Figure 1. Signal wires on met1 (run 1).
Scale bar: 10 µm.
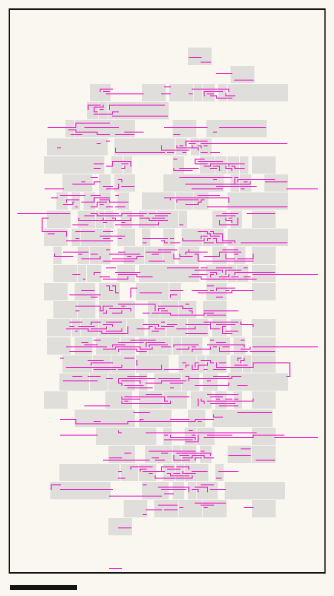
Figure 2. The metal 2 layer (run 1).
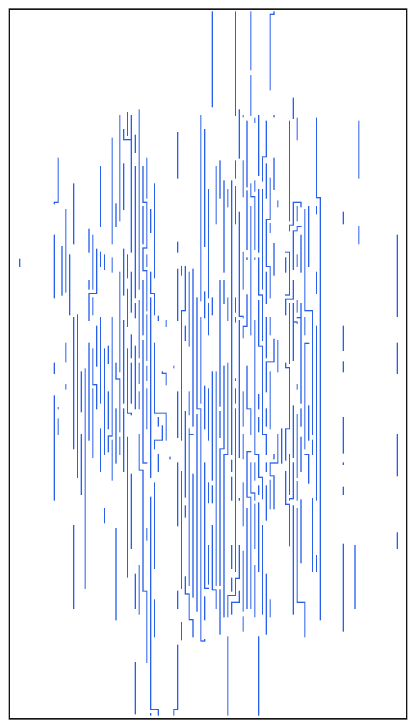
Figure 3. Metal 3 (run 1).
Scale bar: 10 µm.
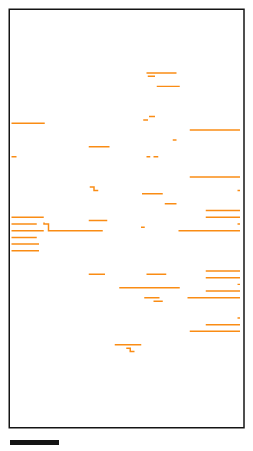
Figure 4. Signal wires on met4 (run 1).
Scale bar: 10 µm.
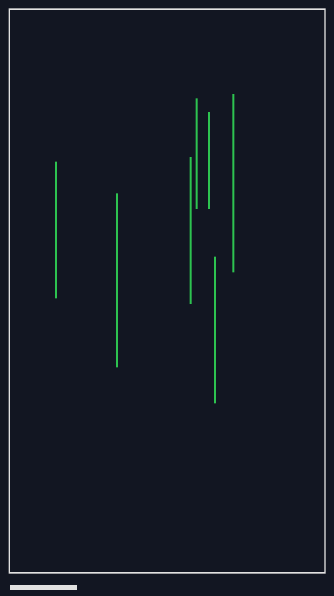
`src/rtl/usr_multi_shift.sv`:
```
// WIDTH-bit universal shift/rotate register driven by one command at a time over valid/ready.
// Latency: LOAD/CLEAR/NOP/N=0 complete at the accept edge; shift/rotate take N edges, one bit per edge.
// Backpressure: cmd_ready is low while a multi-step command runs; cmd_valid is ignored until back in IDLE.
module usr_multi_shift #(
    parameter int WIDTH = 8,
    parameter int CW    = 4
) (
    input  logic             clk,
    input  logic             rst,
    input  logic             cmd_valid,
    output logic             cmd_ready,
    input  logic [2:0]       cmd_mode,
    input  logic [CW-1:0]    cmd_count,
    input  logic [WIDTH-1:0] pi,
    input  logic             sl_r,
    input  logic             sl_l,
    output logic [WIDTH-1:0] z,
    output logic             so,
    output logic             busy,
    output logic             done
);

    typedef enum logic {
        IDLE = 1'b0,
        RUN  = 1'b1
    } state_t;

    localparam logic [2:0] M_NOP   = 3'b000;
    localparam logic [2:0] M_SHR   = 3'b001;
    localparam logic [2:0] M_SHL   = 3'b010;
    localparam logic [2:0] M_LOAD  = 3'b011;
    localparam logic [2:0] M_ROR   = 3'b100;
    localparam logic [2:0] M_ROL   = 3'b101;
    localparam logic [2:0] M_ASR   = 3'b110;
    localparam logic [2:0] M_CLEAR = 3'b111;

    localparam logic [CW-1:0] ONE = CW'(1);

    state_t          state;
    logic [2:0]      mode_q;
    logic [CW-1:0]   remaining;
    logic [2:0]      step_mode;
    logic [WIDTH-1:0] step_z;
    logic            step_so;
    logic            cmd_is_step;
    logic            accept;

    assign cmd_ready = (state == IDLE);
    assign busy      = (state == RUN);
    assign accept    = cmd_valid && cmd_ready;

    // In IDLE the first step uses the incoming mode; in RUN the latched one.
    assign step_mode = (state == RUN) ? mode_q : cmd_mode;

    assign cmd_is_step = (cmd_mode == M_SHR) || (cmd_mode == M_SHL) ||
                         (cmd_mode == M_ROR) || (cmd_mode == M_ROL) ||
                         (cmd_mode == M_ASR);

    // One single-bit step of the selected shift/rotate; serial inputs sampled live.
    always_comb begin
        step_z  = z;
        step_so = so;
        case (step_mode)
            M_SHR: begin
                step_z  = {sl_r, z[WIDTH-1:1]};
                step_so = z[0];
            end
            M_SHL: begin
                step_z  = {z[WIDTH-2:0], sl_l};
                step_so = z[WIDTH-1];
            end
            M_ROR: begin
                step_z  = {z[0], z[WIDTH-1:1]};
                step_so = z[0];
            end
            M_ROL: begin
                step_z  = {z[WIDTH-2:0], z[WIDTH-1]};
                step_so = z[WIDTH-1];
            end
            M_ASR: begin
                step_z  = {z[WIDTH-1], z[WIDTH-1:1]};
                step_so = z[0];
            end
            default: begin
                step_z  = z;
                step_so = so;
            end
        endcase
    end

    // Command FSM: accept in IDLE, step once per edge in RUN, pulse done after the final update.
    always_ff @(posedge clk or negedge rst) begin
        if (!rst) begin
            state     <= IDLE;
            mode_q    <= M_NOP;
            remaining <= '0;
            z         <= '0;
            so        <= 1'b0;
            done      <= 1'b0;
        end else begin
            done <= 1'b0;
            case (state)
                IDLE: begin
                    if (accept) begin
                        if (cmd_mode == M_LOAD) begin
                            z    <= pi;
                            done <= 1'b1;
                        end else if (cmd_mode == M_CLEAR) begin
                            z    <= '0;
                            so   <= 1'b0;
                            done <= 1'b1;
                        end else if (cmd_is_step && (cmd_count != '0)) begin
                            z  <= step_z;
                            so <= step_so;
                            if (cmd_count == ONE) begin
                                done <= 1'b1;
                            end else begin
                                state     <= RUN;
                                mode_q    <= cmd_mode;
                                remaining <= cmd_count - ONE;
                            end
                        end else begin
                            // NOP or zero-length shift: nothing moves, but the command still completes.
                            done <= 1'b1;
                        end
                    end
                end
                RUN: begin
                    z         <= step_z;
                    so        <= step_so;
                    remaining <= remaining - ONE;
                    if (remaining == ONE) begin
                        state <= IDLE;
                        done  <= 1'b1;
                    end
                end
                default: state <= IDLE;
            endcase
        end
    end

endmodule

```
`config.mk`:
```
export PLATFORM = sky130hd
export DESIGN_NAME = usr_multi_shift
export DESIGN_NICKNAME = d
export VERILOG_FILES = /design/src/rtl/usr_multi_shift.sv
export SDC_FILE = /design/constraint.sdc
export NUM_CORES = 1
export LEC_CHECK = 0
export CORE_ASPECT_RATIO = 2
export CORE_MARGIN = 5
export CORE_UTILIZATION = 45
export DETAILED_ROUTE_END_ITERATION = 6
export MAX_ROUTING_LAYER = met4
export PLACE_DENSITY = 0.8
export SKIP_LAST_GASP = 1
export SLEW_MARGIN = 20
export SYNTH_ARGS = -nofsm -noshare
export SYNTH_HDL_FRONTEND = slang
export SYNTH_SLANG_ARGS = --single-unit
```
`constraint.sdc`:
```
create_clock -name clk -period 2.5 [get_ports clk]
set_input_delay 0.5 -clock clk [delete_from_list [all_inputs] [get_ports clk]]
set_output_delay 0.5 -clock clk [all_outputs]
set_load 0.02 [all_outputs]
```
==> GITHUB_STEP_SUMMARY, run 1 <==
## PnR job results

| Metric | Value |
|---|---|
| Status | `finished clean` |
| Iteration tally of the first detailed-router pass | `4` |
| DRC | `0` |
| Reg2reg path depth | `5` |
| Crit path kind | `input port to register` |
| Arrival @ worst endpoint | `approximately 2.5 ns` |
| Fin util | `a little under two thirds` |
| Number of CTS-inserted buffers | `3` |
| CTS tree | `done` |
| Critical R2R Capture | `z[0]$_DFFE_PN0P_` |
| Comb_multi_in | `108` |
| # Cells Yosys | `between 100 and 150` |
| First-pass GRT wire length | `6090 µm` |
| Hold depth | `1` |
| Top Metal Used | `met4` |
| Sw Ratio | `44.3%` |
| Complex Gates by Area | `24.4%` |
| # nets final | `208` |
| Asr flop ratio synth | `100%` |
| DP Cell Count | `208` |
| Worst-path fanout max | `14` |
| Largest net degree at the start of global routing | `19` |
| Yosys chip area | `0.00125 mm²` |
| Comb area share | `42.2%` |
| EDFF count, synth | `0` |
| Slew margin rel. | `between 40% and 50%` |
| Die y size | `84.5 µm` |
| Top cells by count | `18 x dfrtp_1, 17 x a21oi_1, 16 x nand2_1, 10 x o221ai_1` |
| Post-Synthesis Cells | `139` |
| Unique cell types | `37` |
| DP Worst Slack | `-0.199 ns` |
| I/O Buffers | `31` |
| Seq area share | `26.2%` |
| Global route total overflow | `0` |
| PwrDens | `1350 mW/mm²` |
| Setup crit start kind | `input port` |
| Die Wd | `47.3 µm` |
| # rows | `27` |
| Synthesized cell area | `0.00125 mm²` |
| Net Count, Synth | `163` |
| Gate Area | `approximately 730 µm²` |
| Initial Util | `46.2%` |
| Post-route design area | `0.00172 mm²` |
| Met2 wire len | `2100 µm` |
| Crit share post-route | `93.9%` |
| Largest registers | `z: 8 flops, remaining: 4 flops, mode_q: 3 flops` |
| Final worst slack | `0.152 ns` |
| First DRT Iteration DRCs | `56` |
| Synth-to-layout area growth | `37.8%` |
| Pint | `1290 µW` |
| Most numerous logic cells after layout | `31 x clkdlybuf4s50_1, 18 x dfrtp_1, 17 x a21oi_1` |
| Number of vias per cell | `6.25` |
| Yosys top cell by instances | `dfrtp_1` |
| Main logic family | `AND-OR/OR-AND gates` |
| DRT antenna net count | `0` |
| Final GP Congestion | `0.870` |
| Cts hold-fix bufs | `0` |
| Max Cap Viol | `0` |
| DP HPWL | `2830 µm` |
| Post-Layout Cell Count | `212` |
| Min-delay src | `mode_q[2]$_DFFE_PN0P_` |
| NetSw | `1030 µW` |
| Worst Hold Class | `register to register` |
| Crit path buffers/inverters | `3` |
| Met3 wire length | `205 µm` |
| CLK BUF | `4` |
| Share of cells above drive strength 1 | `between 15 and 20%` |
| WHS | `0.542 ns` |
| Ant diodes | `0` |
| Final hold vios | `0` |
| Clock power share | `a little over a tenth` |
| Clock Root Buffer | `clkbuf_8` |
| RSZ-0062 raised after global routing | `false` |
| Total tool warning count | `28` |
About Figure 1:
nets with wire on the layer: 180
share of all routed wire: 33%
Routed WL: 3660 µm
Vias: 1326
routing usage on met1: 19.0%

About Figure 2:
share of all routed wire: 57%
main direction: vertical
longest straight run: 50.4 µm
nets with wire on the layer: 188
met2 usage: 36.6%

About Figure 3:
longest straight run: 12.2 µm
share of all routed wire: 5.6%
nets with wire on the layer: 33
wire length on this layer: 206 µm
main direction: horizontal
GR Util met3: 2.79%

About Figure 4:
wire length on this layer: 147 µm
longest straight run: 26.5 µm

[run 1: how the worst max path moves through the flow]
stage / slack (ns) / depth (start not counted) / end
after detailed placement: -0.20 / 8 / z[1]$_DFFE_PN0P_
after global placement: -0.08 / 8 / z[0]$_DFFE_PN0P_
after floorplan: 0.37 / 8 / z[7]$_DFFE_PN0P_
after global routing: 0.08 / 2 / cmd_ready
after CTS: 0.02 / 8 / z[1]$_DFFE_PN0P_
final: 0.15 / 8 / z[1]$_DFFE_PN0P_
[run 1: power by group through the flow]
stage	clock (µW)	sequential, µW	combinational, µW
CTS	241	633	1440
global route	260	656	1590
detailed placement	0	638	1430
floorplan	0	669	865
global placement	0	624	1370
finish	246	639	1430
==> run 2, diff against run 1 <==
--- a/config.mk
+++ b/config.mk
@@ -7,10 +7,10 @@
 export LEC_CHECK = 0
 export CORE_ASPECT_RATIO = 2
 export CORE_MARGIN = 5
-export CORE_UTILIZATION = 45
+export CORE_UTILIZATION = 48
 export DETAILED_ROUTE_END_ITERATION = 6
 export MAX_ROUTING_LAYER = met4
-export PLACE_DENSITY = 0.8
+export PLACE_DENSITY = 0.85
 export SKIP_LAST_GASP = 1
 export SLEW_MARGIN = 20
 export SYNTH_ARGS = -nofsm -noshare
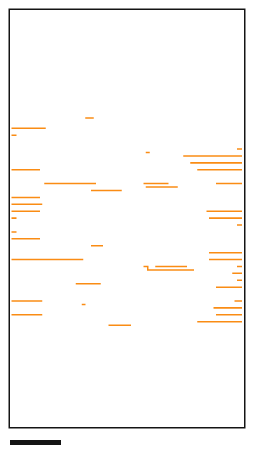
Figure 5: run 2, metal 3.
Scale bar: 10 µm.
share of all routed wire: 5.9%
wire length on this layer: 205 µm
nets with wire on the layer: 38
longest straight run: 13.8 µm
GR Util met3: 3.25%
Vias: 1285
Routed WL: 3480 µm

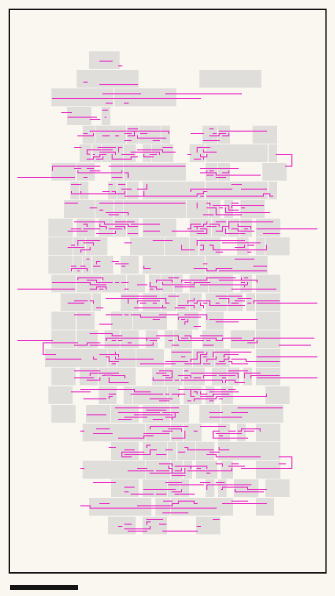
Figure 6: run 2, signal wires on met1.
Scale bar: 10 µm.
nets with wire on the layer: 179
longest straight run: 21.6 µm
main direction: horizontal
share of all routed wire: 36%
routing usage on met1: 22.0%

==> run 2 against run 1 <==
Critical path depth rose by 1. Critical endpoint is now z[6]$_DFFE_PN0P_. Routed wire length is 4.8% lower. Core utilization up 4.0 points. Hold slack lost 0.0059 ns. Clock power down 3%.
==> GITHUB_STEP_SUMMARY, run 2 <==
## PnR job results

| Metric | Value |
|---|---|
| Worst-path fanout max | `6 (-8)` |
| RSZ-0062 raised after global routing | `false` |
| Global route total overflow | `0 (unchanged)` |
| PwrDens | `1340 mW/mm² (-0.41%)` |
| Total tool warning count | `28 (unchanged)` |
| Arrival @ worst endpoint | `2.49 ns (-0.03 ns)` |
| Share of cells above drive strength 1 | `16.4% (-0.55 points)` |
| Crit path to | `z[6]$_DFFE_PN0P_` |
| Min-delay src | `so$_DFFE_PN0P_` |
| CTS tree | `done` |
| EDFF count, synth | `0 (unchanged)` |
| Die y size | `82.1 µm (-2.8%)` |
| Gate Area | `723 µm² (-0.34%)` |
| Crit path kind | `input port to register` |
| DP HPWL | `2820 µm (-0.25%)` |
| Most numerous logic cells after layout | `31 x clkdlybuf4s50_1, 18 x dfrtp_1, 17 x a21oi_1` |
| P_seq | `636 µW (about the same)` |
| Met3 wire length | `204 µm (-0.49%)` |
| Net Count, Synth | `163 (unchanged)` |
| Iteration tally of the first detailed-router pass | `4 (unchanged)` |
| Critical R2R Capture | `z[0]$_DFFE_PN0P_` |
| Number of vias per cell | `6.09 (-2.6%)` |
| Final hold vios | `0 (unchanged)` |
| Pint | `1290 µW (about the same)` |
| Post-Synthesis Cells | `139 (unchanged)` |
| P_comb | `1430 µW (about the same)` |
| DRT antenna net count | `0 (unchanged)` |
| Largest registers | `z: 8 flops, remaining: 4 flops, mode_q: 3 flops` |
| Unique cell types | `37 (unchanged)` |
| Met2 usage | `38.3% (+1.7 points)` |
| Sw Ratio | `44.0% (-0.32 points)` |
| Largest net degree at the start of global routing | `19 (unchanged)` |
| Synth-to-layout area growth | `37.5%` |
| Max Cap Viol | `0 (unchanged)` |
| # nets final | `208 (unchanged)` |
| DP Worst Slack | `-0.127 ns (+0.0720 ns)` |
| Asr flop ratio synth | `100% (unchanged)` |
| NetSw | `1010 µW (-1.3%)` |
| Number of CTS-inserted buffers | `3 (unchanged)` |
| Slew margin rel. | `64.9% (+19 points)` |
| # Cells Yosys | `139 (unchanged)` |
| Reg2reg path depth | `6 (+1)` |
| Synthesized cell area | `0.00125 mm² (unchanged)` |
| Largest power group | `combinational logic` |
| Crit share post-route | `94.5% (+0.53 points)` |
| Clock power share | `10.3% (-0.3 points)` |
| Top Metal Used | `met4` |
| DP Cell Count | `207 (-0.48%)` |
| Fin util | `67.7% (+4.0 points)` |
| Clock group | `238 µW (-3%)` |
| Cts hold-fix bufs | `0 (unchanged)` |
| Status | `finished clean` |
| Hold depth | `2 (+1)` |
| Top cells by count | `18 x dfrtp_1, 17 x a21oi_1, 16 x nand2_1, 10 x o221ai_1` |
| Final worst slack | `0.139 ns (-0.0134 ns)` |
| Setup crit start kind | `input port` |
| Final GP Congestion | `0.912 (+4.8%)` |
| Post-Layout Cell Count | `211 (-0.47%)` |
| Yosys top cell by instances | `dfrtp_1` |
| I/O Buffers | `31 (unchanged)` |
| WHS | `0.536 ns (-0.00589 ns)` |
[run 2: cell counts after synthesis]
No cell type changed its count.
[run 2: logic make-up after synthesis]
family / after synthesis / synth area share, %
AOI/OAI and AO/OA: 45 / 24.4
xor gates and xnor gates: 4 / 2.81
adders and majority gates: 4 / 4.01
buffers and inverters: 13 / 6.01
DFF: 18 / 36.1
muxes: 10 / 8.62
and+or+nand+nor: 45 / 18.0
[run 2: cell type report]
class                   instances  area share, %
multi-input cells             108           42.1
clock buffers                   4           3.21
flip-flops and latches         18           26.2
well taps                      28           2.04
repair buffers                 47           25.1
inverters                       6           1.31
[run 2: worst max-delay path, delay by kind of cell]
family | cells | cell delay (ns)
AND-OR/OR-AND | 2 | 0.20
AND/OR/NAND/NOR | 3 | 0.90
buffers and inverters | 3 | 0.66
adder cells (fa/ha/maj) | 1 | 0.21
Power is estimated from default activity; no workload was simulated.
